==> src/rtl/rv_mem_arbiter_pkg.sv <==
// Shared types and defaults for the IF/LSU memory-port arbiter.
package rv_mem_arbiter_pkg;

  localparam int ADDR_WIDTH_DEF = 32;
  localparam int DATA_WIDTH_DEF = 32;

  typedef enum logic [1:0] {
    ARB_IDLE     = 2'd0,
    ARB_BUSY_IF  = 2'd1,
    ARB_BUSY_LSU = 2'd2
  } arb_state_t;

endpackage

==> src/rtl/rv_arb_select.sv <==
// Priority select between fetch and LSU: LSU wins unless fetch has been starved MAX_WAIT times.
module rv_arb_select
  import rv_mem_arbiter_pkg::*;
#(
  parameter int MAX_WAIT = 4,
  parameter int CNT_W    = 3
) (
  input  logic             arb_en,
  input  logic             if_req,
  input  logic             lsu_req,
  input  logic [CNT_W-1:0] starve_cnt,
  output logic             sel_if,
  output logic             sel_lsu
);

  logic if_forced;

  always_comb begin
    if_forced = if_req && (starve_cnt >= CNT_W'(MAX_WAIT));
    sel_lsu   = arb_en && lsu_req && !if_forced;
    sel_if    = arb_en && if_req && !sel_lsu;
  end

endmodule

==> src/rtl/rv_mem_arbiter.sv <==
// Single-outstanding arbiter sharing one memory port between instruction fetch and the LSU.
//
// state        | meaning
// ARB_IDLE     | no transaction in flight; arbitrate and present request to memory
// ARB_BUSY_IF  | fetch granted, waiting for mem_rvalid
// ARB_BUSY_LSU | load/store granted, waiting for mem_rvalid
module rv_mem_arbiter
  import rv_mem_arbiter_pkg::*;
#(
  parameter int ADDR_WIDTH = ADDR_WIDTH_DEF,
  parameter int DATA_WIDTH = DATA_WIDTH_DEF,
  parameter int MAX_WAIT   = 4
) (
  input  logic                    clk,
  input  logic                    rst,
  input  logic                    if_req,
  input  logic [ADDR_WIDTH-1:0]   if_addr,
  output logic                    if_gnt,
  output logic                    if_rvalid,
  output logic [DATA_WIDTH-1:0]   if_rdata,
  input  logic                    lsu_req,
  input  logic                    lsu_we,
  input  logic [ADDR_WIDTH-1:0]   lsu_addr,
  input  logic [DATA_WIDTH-1:0]   lsu_wdata,
  input  logic [DATA_WIDTH/8-1:0] lsu_be,
  output logic                    lsu_gnt,
  output logic                    lsu_rvalid,
  output logic [DATA_WIDTH-1:0]   lsu_rdata,
  output logic                    mem_req,
  output logic                    mem_we,
  output logic [ADDR_WIDTH-1:0]   mem_addr,
  output logic [DATA_WIDTH-1:0]   mem_wdata,
  output logic [DATA_WIDTH/8-1:0] mem_be,
  input  logic                    mem_gnt,
  input  logic                    mem_rvalid,
  input  logic [DATA_WIDTH-1:0]   mem_rdata,
  output logic                    err_spur
);

  localparam int CNT_W = $clog2(MAX_WAIT + 1);

  arb_state_t       state, state_nxt;
  logic [CNT_W-1:0] starve_cnt;
  logic             arb_en, sel_if, sel_lsu;

  // Selection is only live in IDLE and never while reset is held.
  assign arb_en = (state == ARB_IDLE) && !rst;

  rv_arb_select #(
    .MAX_WAIT (MAX_WAIT),
    .CNT_W    (CNT_W)
  ) u_select (
    .arb_en     (arb_en),
    .if_req     (if_req),
    .lsu_req    (lsu_req),
    .starve_cnt (starve_cnt),
    .sel_if     (sel_if),
    .sel_lsu    (sel_lsu)
  );

  always_ff @(posedge clk or posedge rst) begin
    if (rst) state <= ARB_IDLE;
    else     state <= state_nxt;
  end

  always_comb begin
    state_nxt  = state;
    mem_req    = sel_if | sel_lsu;
    if_gnt     = sel_if & mem_gnt;
    lsu_gnt    = sel_lsu & mem_gnt;
    if_rvalid  = 1'b0;
    lsu_rvalid = 1'b0;
    case (state)
      ARB_IDLE: begin
        if (if_gnt)       state_nxt = ARB_BUSY_IF;
        else if (lsu_gnt) state_nxt = ARB_BUSY_LSU;
      end
      ARB_BUSY_IF: begin
        if (mem_rvalid) begin
          if_rvalid = 1'b1;
          state_nxt = ARB_IDLE;
        end
      end
      ARB_BUSY_LSU: begin
        if (mem_rvalid) begin
          lsu_rvalid = 1'b1;
          state_nxt  = ARB_IDLE;
        end
      end
      default: state_nxt = ARB_IDLE;
    endcase
  end

  // Only lost arbitrations that actually reached memory count toward starvation.
  always_ff @(posedge clk or posedge rst) begin
    if (rst)
      starve_cnt <= '0;
    else if (if_gnt)
      starve_cnt <= '0;
    else if (lsu_gnt && if_req && (starve_cnt < CNT_W'(MAX_WAIT)))
      starve_cnt <= starve_cnt + CNT_W'(1);
  end

  always_ff @(posedge clk or posedge rst) begin
    if (rst)
      err_spur <= 1'b0;
    else if ((state == ARB_IDLE) && mem_rvalid)
      err_spur <= 1'b1;
  end

  assign mem_we    = sel_lsu & lsu_we;
  assign mem_addr  = sel_lsu ? lsu_addr : if_addr;
  assign mem_wdata = sel_lsu ? lsu_wdata : '0;
  assign mem_be    = sel_lsu ? lsu_be : '1;
  assign if_rdata  = mem_rdata;
  assign lsu_rdata = mem_rdata;

endmodule

==> config.mk <==
export PLATFORM = sky130hd
export DESIGN_NAME = rv_mem_arbiter
export DESIGN_NICKNAME = d
export VERILOG_FILES = /design/src/rtl/rv_mem_arbiter_pkg.sv /design/src/rtl/rv_arb_select.sv /design/src/rtl/rv_mem_arbiter.sv
export SDC_FILE = /design/constraint.sdc
export NUM_CORES = 1
export LEC_CHECK = 0
export CAP_MARGIN = 20
export CORE_AREA = 2 2 107 109
export DETAILED_ROUTE_END_ITERATION = 8
export DIE_AREA = 0 0 109 111
export PLACE_DENSITY = 0.64
export SYNTH_ARGS = -nofsm -noshare
export SYNTH_HDL_FRONTEND = slang
export SYNTH_SLANG_ARGS = --single-unit
==> constraint.sdc <==
create_clock -name clk -period 2 [get_ports clk]
set_input_delay 0.4 -clock clk [delete_from_list [all_inputs] [get_ports clk]]
set_output_delay 0.4 -clock clk [all_outputs]
set_load 0.03 [all_outputs]
Figure 1. Cell classes on the final placement (run 1).
Scale: 4 px per µm.
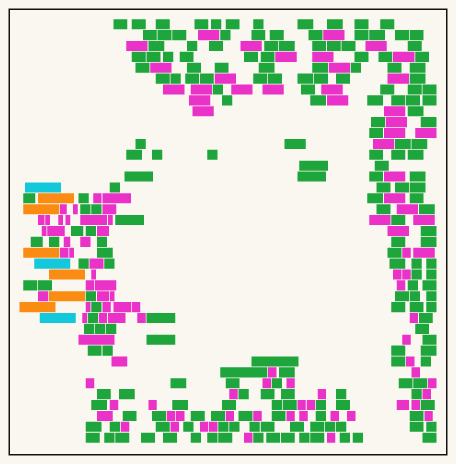
color	class	cells	share of their area
green	remaining buffers and delay cells	208	63%
magenta	remaining logic cells	105	30%
orange	registers	6	4.5%
cyan	clock-net drivers	3	2.3%
core area: 0.0111 mm²
total number of placement rows: 39
share of cell area taken by flip-flops and latches: 4.30%
area of all placed cells without fillers: 0.00349 mm²
utilization after layout: 31.5%

Figure 2. The metal 3 layer (run 1).
Scale: 4 px per µm. Cells faint in the background.
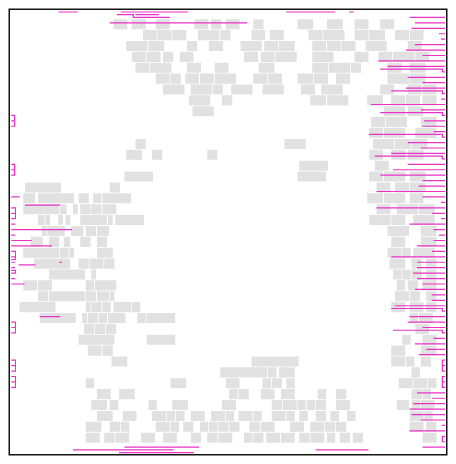
nets with wire on the layer	99
longest straight run	34.0 µm
wire length on this layer	832 µm
routed wire length: 6580 µm
total vias in the final route: 1,766
met3 usage: 2.82%

Figure 3. Pin map (run 1).
Scale: 3 px per µm. Pins as bars across the die edge, other pins in gray.
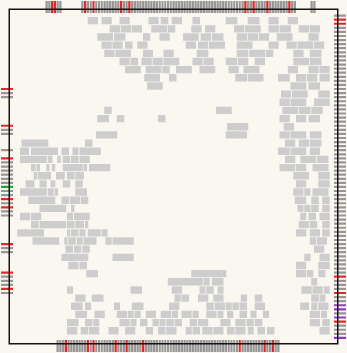
color	port	pins	direction	edge
green	`err_spur`	1	output	left
purple	`lsu_be`	4	input	right
red	`lsu_rdata`	32	output	10 top, 9 bottom, 8 left, 5 right
Port-buffer cells: 181
DIE WIDTH: 109 µm
DIE HEIGHT: 111 µm

Figure 4. The clock network (run 1).
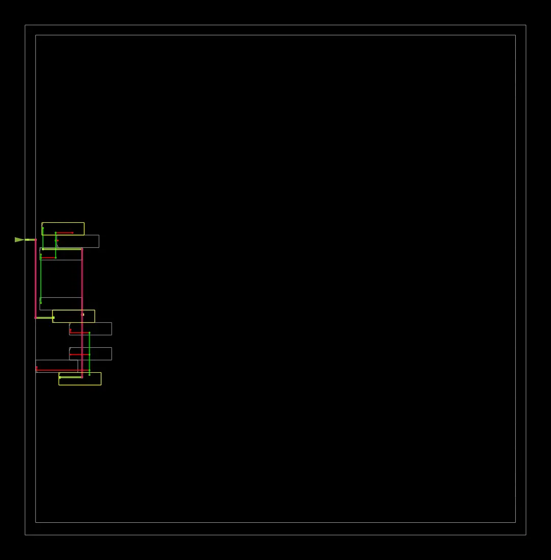
number of clock-tree buffers in the layout: 3
Clk power: 324 µW
registers: 6
Setup Skew: 0.00184 ns
total clock sinks: 6

==> ci_impl_report.md, run 1 <==
### Flow metrics

| Metric | Value |
|---|---|
| Outcome | complete, but fails checks |
| Startpoint types | flop |
| Post-synthesis to final-layout area growth | 110% |
| Largest non-sequential cell family by area | buffers and inverters |
| Crit path kind | reg -> out |
| Clock group share of total power | 13.0% |
| Dominant synthesized flop cell | sky130_fd_sc_hd__dfrtp_1 |
| Post-Place Worst Slack | -0.760 ns |
| Endpoints failing setup | 70 |
| Worst flop-to-flop path endpoint | state[1] |
| Area share of xor/xnor cells in the synthesized design | 0% |
| Levels on crit path | 8 |
| Failing checks | negative setup slack |
| Diode insertion count for antenna repair | 0 |
| Cell Type Count | 26 |
| Final worst slack | -0.213 ns |
| Leading cell type in the layout, fill and taps excluded | sky130_fd_sc_hd__clkdlybuf4s50_1 |
| Leakage | 0.00173 µW |
| Pre-Place Util | 15.0% |
| Most frequent cell on the critical path | sky130_fd_sc_hd__buf_6 |
| Share of Yosys cell area claimed by the top area cell type | 28.9% |
| Wire length of the first global-routing pass | 9340 µm |
| Maximum number of pins on one net before global-route repair | 38 |
| Detailed Place HPWL | 5070 µm |
| Maximum fanout along the worst path | 8 |
| Synth warn | 0 |
| Clock Tree Root | sky130_fd_sc_hd__clkbuf_16 |
| Syn avg cell area | 8.93 µm² |
| Cells resized by post-CTS repair | 215 |
| Final Total Pwr | 2500 µW |
| Element type at the critical path end | output pin |
| Data-path buffer share of cell area in the final layout | 59.6% |
| Launching point of the worst reg2reg path | state[1] |
| Worst reg-to-reg path cell count | 7 |
| Register area | 150 µm² |
--- run 2 (diff from run 1) ---
- SKIP_LAST_GASP: default -> 1
==> ci_impl_report.md, run 2 <==
### Flow metrics

| Metric | Value |
|---|---|
| Outcome | complete, but fails checks |
| Failing checks | negative setup slack |
| Met2 usage in global routing | 18.8% |
| Type of the most critical hold path | in -> async |
| Final Total Pwr | 2490 µW |
| Worst flop-to-flop path endpoint | state[1] |
| Data-path buffer share of cell area in the final layout | 59.4% |
| Wire length of the first global-routing pass | 9330 µm |
| Largest non-sequential cell family by area | buffers and inverters |
| Total clock sinks | 6 |
| Max FFs per register | 3 |
| Boundary Pins | 278 |
| Registers | 6 |
| Leading post-synthesis cells by instance count | sky130_fd_sc_hd__buf_4, sky130_fd_sc_hd__and3_1, sky130_fd_sc_hd__mux2_4 |
| Post-Place Worst Slack | -0.760 ns |
| DIE HEIGHT | 111 µm |
| Leading cell type in the layout, fill and taps excluded | sky130_fd_sc_hd__clkdlybuf4s50_1 |
| Number of maximum-capacitance constraint violations | 0 |
| Startpoint types | flop |
| Maximum fanout along the worst path | 8 |
| Worst reg-to-reg path cell count | 7 |
| Total vias in the final route | 1,766 |
| Clock edge transition at the registers on the reported setup and hold paths | 0.03 ns |
| Clock-cell share | 2.16% |
| Synth warn | 0 |
| Pre-Place Util | 15.0% |
| Post-layout min period | 2.21 ns |
| Post-synthesis to final-layout area growth | 109% |
| Met2 routed WL | 3450 µm |
| Final worst slack | -0.213 ns |
| Residual antenna-violating net count after detailed routing | 0 |
| Cell Type Count | 26 |
| Number of flops mapped to enable cells by yosys | 0 |
| DIE WIDTH | 109 µm |
| Number of clock-tree buffers in the layout | 3 |
| Cells resized by post-CTS repair | 196 |
| Detailed Place HPWL | 5070 µm |
| Sequential power share | 7.3% |
| Setup Skew | 0.00184 ns |
| Power density over cell area | 716 mW/mm² |
| Data required time of the critical path | 1.60 ns |
| Maximum number of pins on one net before global-route repair | 38 |
| CTS tree | built |
| Register area | 150 µm² |
| Diode insertion count for antenna repair | 0 |
| Core area | 0.0111 mm² |
| Leakage | 0.00172 µW |
| Routed wire length | 6570 µm |
| Clock group share of total power | 13.0% |
| Gr ovfl total | 0 |
| Launching point of the worst reg2reg path | state[1] |
| Most frequent cell on the critical path | sky130_fd_sc_hd__buf_6 |
| Area share of xor/xnor cells in the synthesized design | 0% |
| Total number of placement rows | 39 |
| Port-buffer cells | 181 |
| Synthesized instance count | 186 |
| Dominant synthesized flop cell | sky130_fd_sc_hd__dfrtp_1 |
| Levels on crit path | 8 |
| Tightest slew margin relative to the limit | 78.1% |
| Area of all placed cells without fillers | 0.00347 mm² |
| Yosys top cell by area | sky130_fd_sc_hd__buf_4 |
| Share of Yosys cell area claimed by the top area cell type | 28.9% |
| Register area share after synthesis | 9.04% |
| Final Hold Violation Tally | 0 |
| Met3 usage | 2.82% |
| Element type at the critical path end | output pin |
| Syn avg cell area | 8.93 µm² |
| Peak-usage layer in the global routing report | met2 |
| Well Taps | 143 |
| Total nets after synthesis | 329 |
| Clock Tree Root | sky130_fd_sc_hd__clkbuf_16 |
| Critical path origin | state[1] |
| Detailed-router iteration count before antenna repair | 4 |
| Endpoints failing setup | 70 |
| Clk power | 324 µW |
| Routed length per placed instance | 14.1 µm |
| Crit path kind | reg -> out |
Figure 5. Pin map (run 2).
Scale: 3 px per µm. Pins as bars across the die edge, other pins in gray.
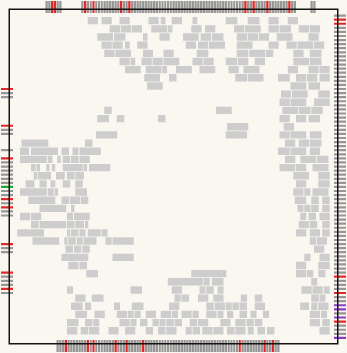
color	port	pins	direction	edge
red	`lsu_rdata`	32	output	10 top, 9 bottom, 8 left, 5 right
purple	`lsu_be`	4	input	right
green	`err_spur`	1	output	left

Figure 6. The clock network (run 2).
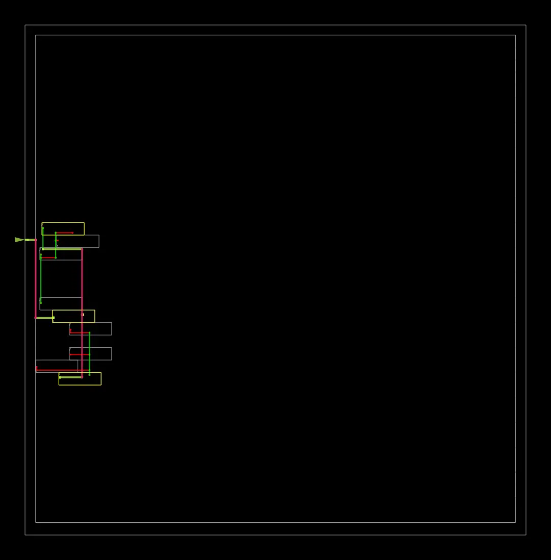
worst-skew pair later-pin latency: 0.23 ns
TritonCTS Buffers: 3

Figure 7. Cell classes on the final placement (run 2).
Scale: 4 px per µm.
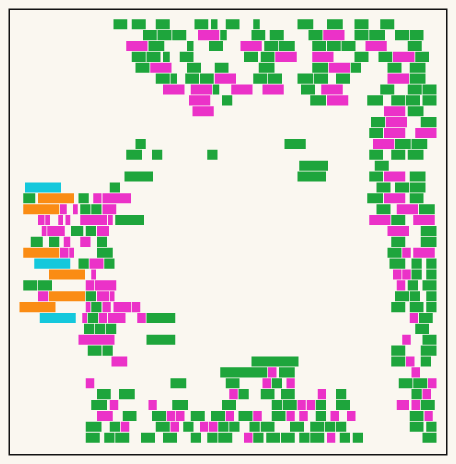
color	class	cells	share of their area
cyan	clock-net drivers	3	2.3%
green	remaining buffers and delay cells	208	63%
orange	registers	6	4.6%
magenta	remaining logic cells	105	31%
share of cell area taken by flip-flops and latches: 4.32%
utilization after layout: 31.4%

--- run 3 (diff from run 2) ---
- CTS_CLUSTER_SIZE: default -> 20
==> ci_impl_report.md, run 3 <==
### Flow metrics

| Metric | Value |
|---|---|
| Data-path buffer share of cell area in the final layout | 59.4% |
| Boundary Pins | 278 |
| Detailed-router iteration count before antenna repair | 4 |
| Setup_tns | -8.48 ns |
| Total nets after synthesis | 329 |
| Final worst slack | -0.213 ns |
| Register area | 150 µm² |
| TritonCTS Buffers | 3 |
| Total number of placement rows | 39 |
| Clock group share of total power | 13.0% |
| Worst setup slack for register-to-register paths | 0.31 ns |
| Gr ovfl total | 0 |
| Data required time of the critical path | 1.60 ns |
| Register area share after synthesis | 9.04% |
| Critical path origin | state[1] |
| Final Total Pwr | 2490 µW |
| Clock-cell share | 2.16% |
| Failing checks | negative setup slack |
| Total clock sinks | 6 |
| Area of all placed cells without fillers | 0.00347 mm² |
| DIE HEIGHT | 111 µm |
| CTS tree | built |
| Area share of xor/xnor cells in the synthesized design | 0% |
| Residual antenna-violating net count after detailed routing | 0 |
| Share of cell area taken by flip-flops and latches | 4.32% |
| Synthesized instance count | 186 |
| Clock Tree Root | sky130_fd_sc_hd__clkbuf_16 |
| Post-CTS Setup Inserts | 4 |
| Maximum fanout along the worst path | 8 |
| Leading cell type in the layout, fill and taps excluded | sky130_fd_sc_hd__clkdlybuf4s50_1 |
| Leakage | 0.00172 µW |
| Share of Yosys cell area claimed by the top area cell type | 28.9% |
| Setup Skew | 0.00184 ns |
| Dominant synthesized flop cell | sky130_fd_sc_hd__dfrtp_1 |
| Diode insertion count for antenna repair | 0 |
| Max FFs per register | 3 |
| Tightest slew margin relative to the limit | 78.1% |
| Wire length of the first global-routing pass | 9330 µm |
| Synth warn | 0 |
| Outcome | complete, but fails checks |
| Overall routing resource usage | 9.66% |
| Overall die area | 0.0121 mm² |
| Worst reg-to-reg path cell count | 7 |
| Syn avg cell area | 8.93 µm² |
| Port-buffer cells | 181 |
| Worst-skew pair later-pin latency | 0.23 ns |
| Worst flop-to-flop path endpoint | state[1] |
| Routed length per placed instance | 14.1 µm |
| DIE WIDTH | 109 µm |
| Maximum number of pins on one net before global-route repair | 38 |
| Number of flops mapped to enable cells by yosys | 0 |
| Post-layout min period | 2.21 ns |
| Largest non-sequential cell family by area | buffers and inverters |
| Yosys top cell by area | sky130_fd_sc_hd__buf_4 |
| Type of the most critical hold path | in -> async |
| Sequential power share | 7.3% |
| Peak-usage layer in the global routing report | met2 |
| Pre-Place Util | 15.0% |
| Levels on crit path | 8 |
| Leading post-synthesis cells by instance count | sky130_fd_sc_hd__buf_4, sky130_fd_sc_hd__and3_1, sky130_fd_sc_hd__mux2_4 |
| Clk power | 324 µW |
| Post-placement cell count | 454 |
| Well Taps | 143 |
| Met2 usage in global routing | 18.8% |
| Number of maximum-capacitance constraint violations | 0 |
| Most frequent cell on the critical path | sky130_fd_sc_hd__buf_6 |
| Utilization after layout | 31.4% |
| Launching point of the worst reg2reg path | state[1] |
| Registers | 6 |
| Core area | 0.0111 mm² |
| Post-synthesis to final-layout area growth | 109% |
| Endpoints failing setup | 70 |
| Number of clock-tree buffers in the layout | 3 |
Figure 8. Pin map (run 3).
Scale: 3 px per µm. Pins as bars across the die edge, other pins in gray.
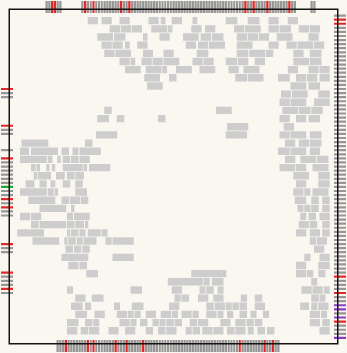
color	port	pins	direction	edge
purple	`lsu_be`	4	input	right
red	`lsu_rdata`	32	output	10 top, 9 bottom, 8 left, 5 right
green	`err_spur`	1	output	left

Figure 9. The clock network (run 3).
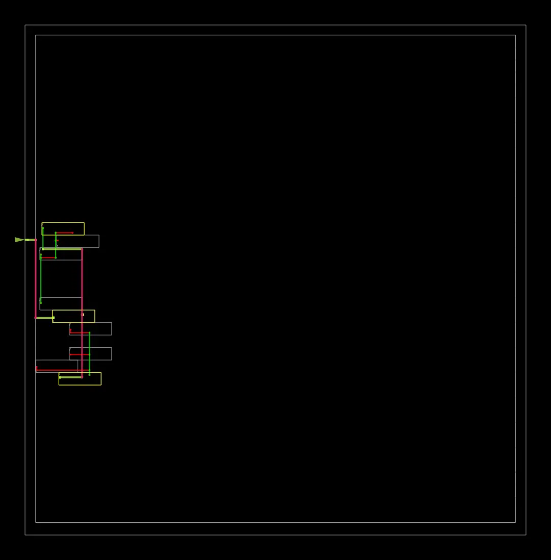

Figure 10. The metal 3 layer (run 3).
Scale: 4 px per µm. Cells faint in the background.
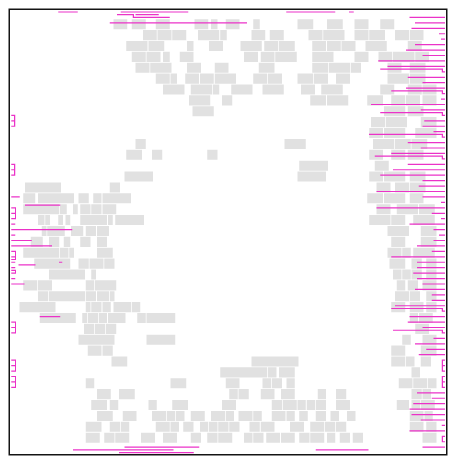
share of all routed wire	13%
main direction	horizontal
routed wire length: 6570 µm

Power and IR drop assume default switching activity.
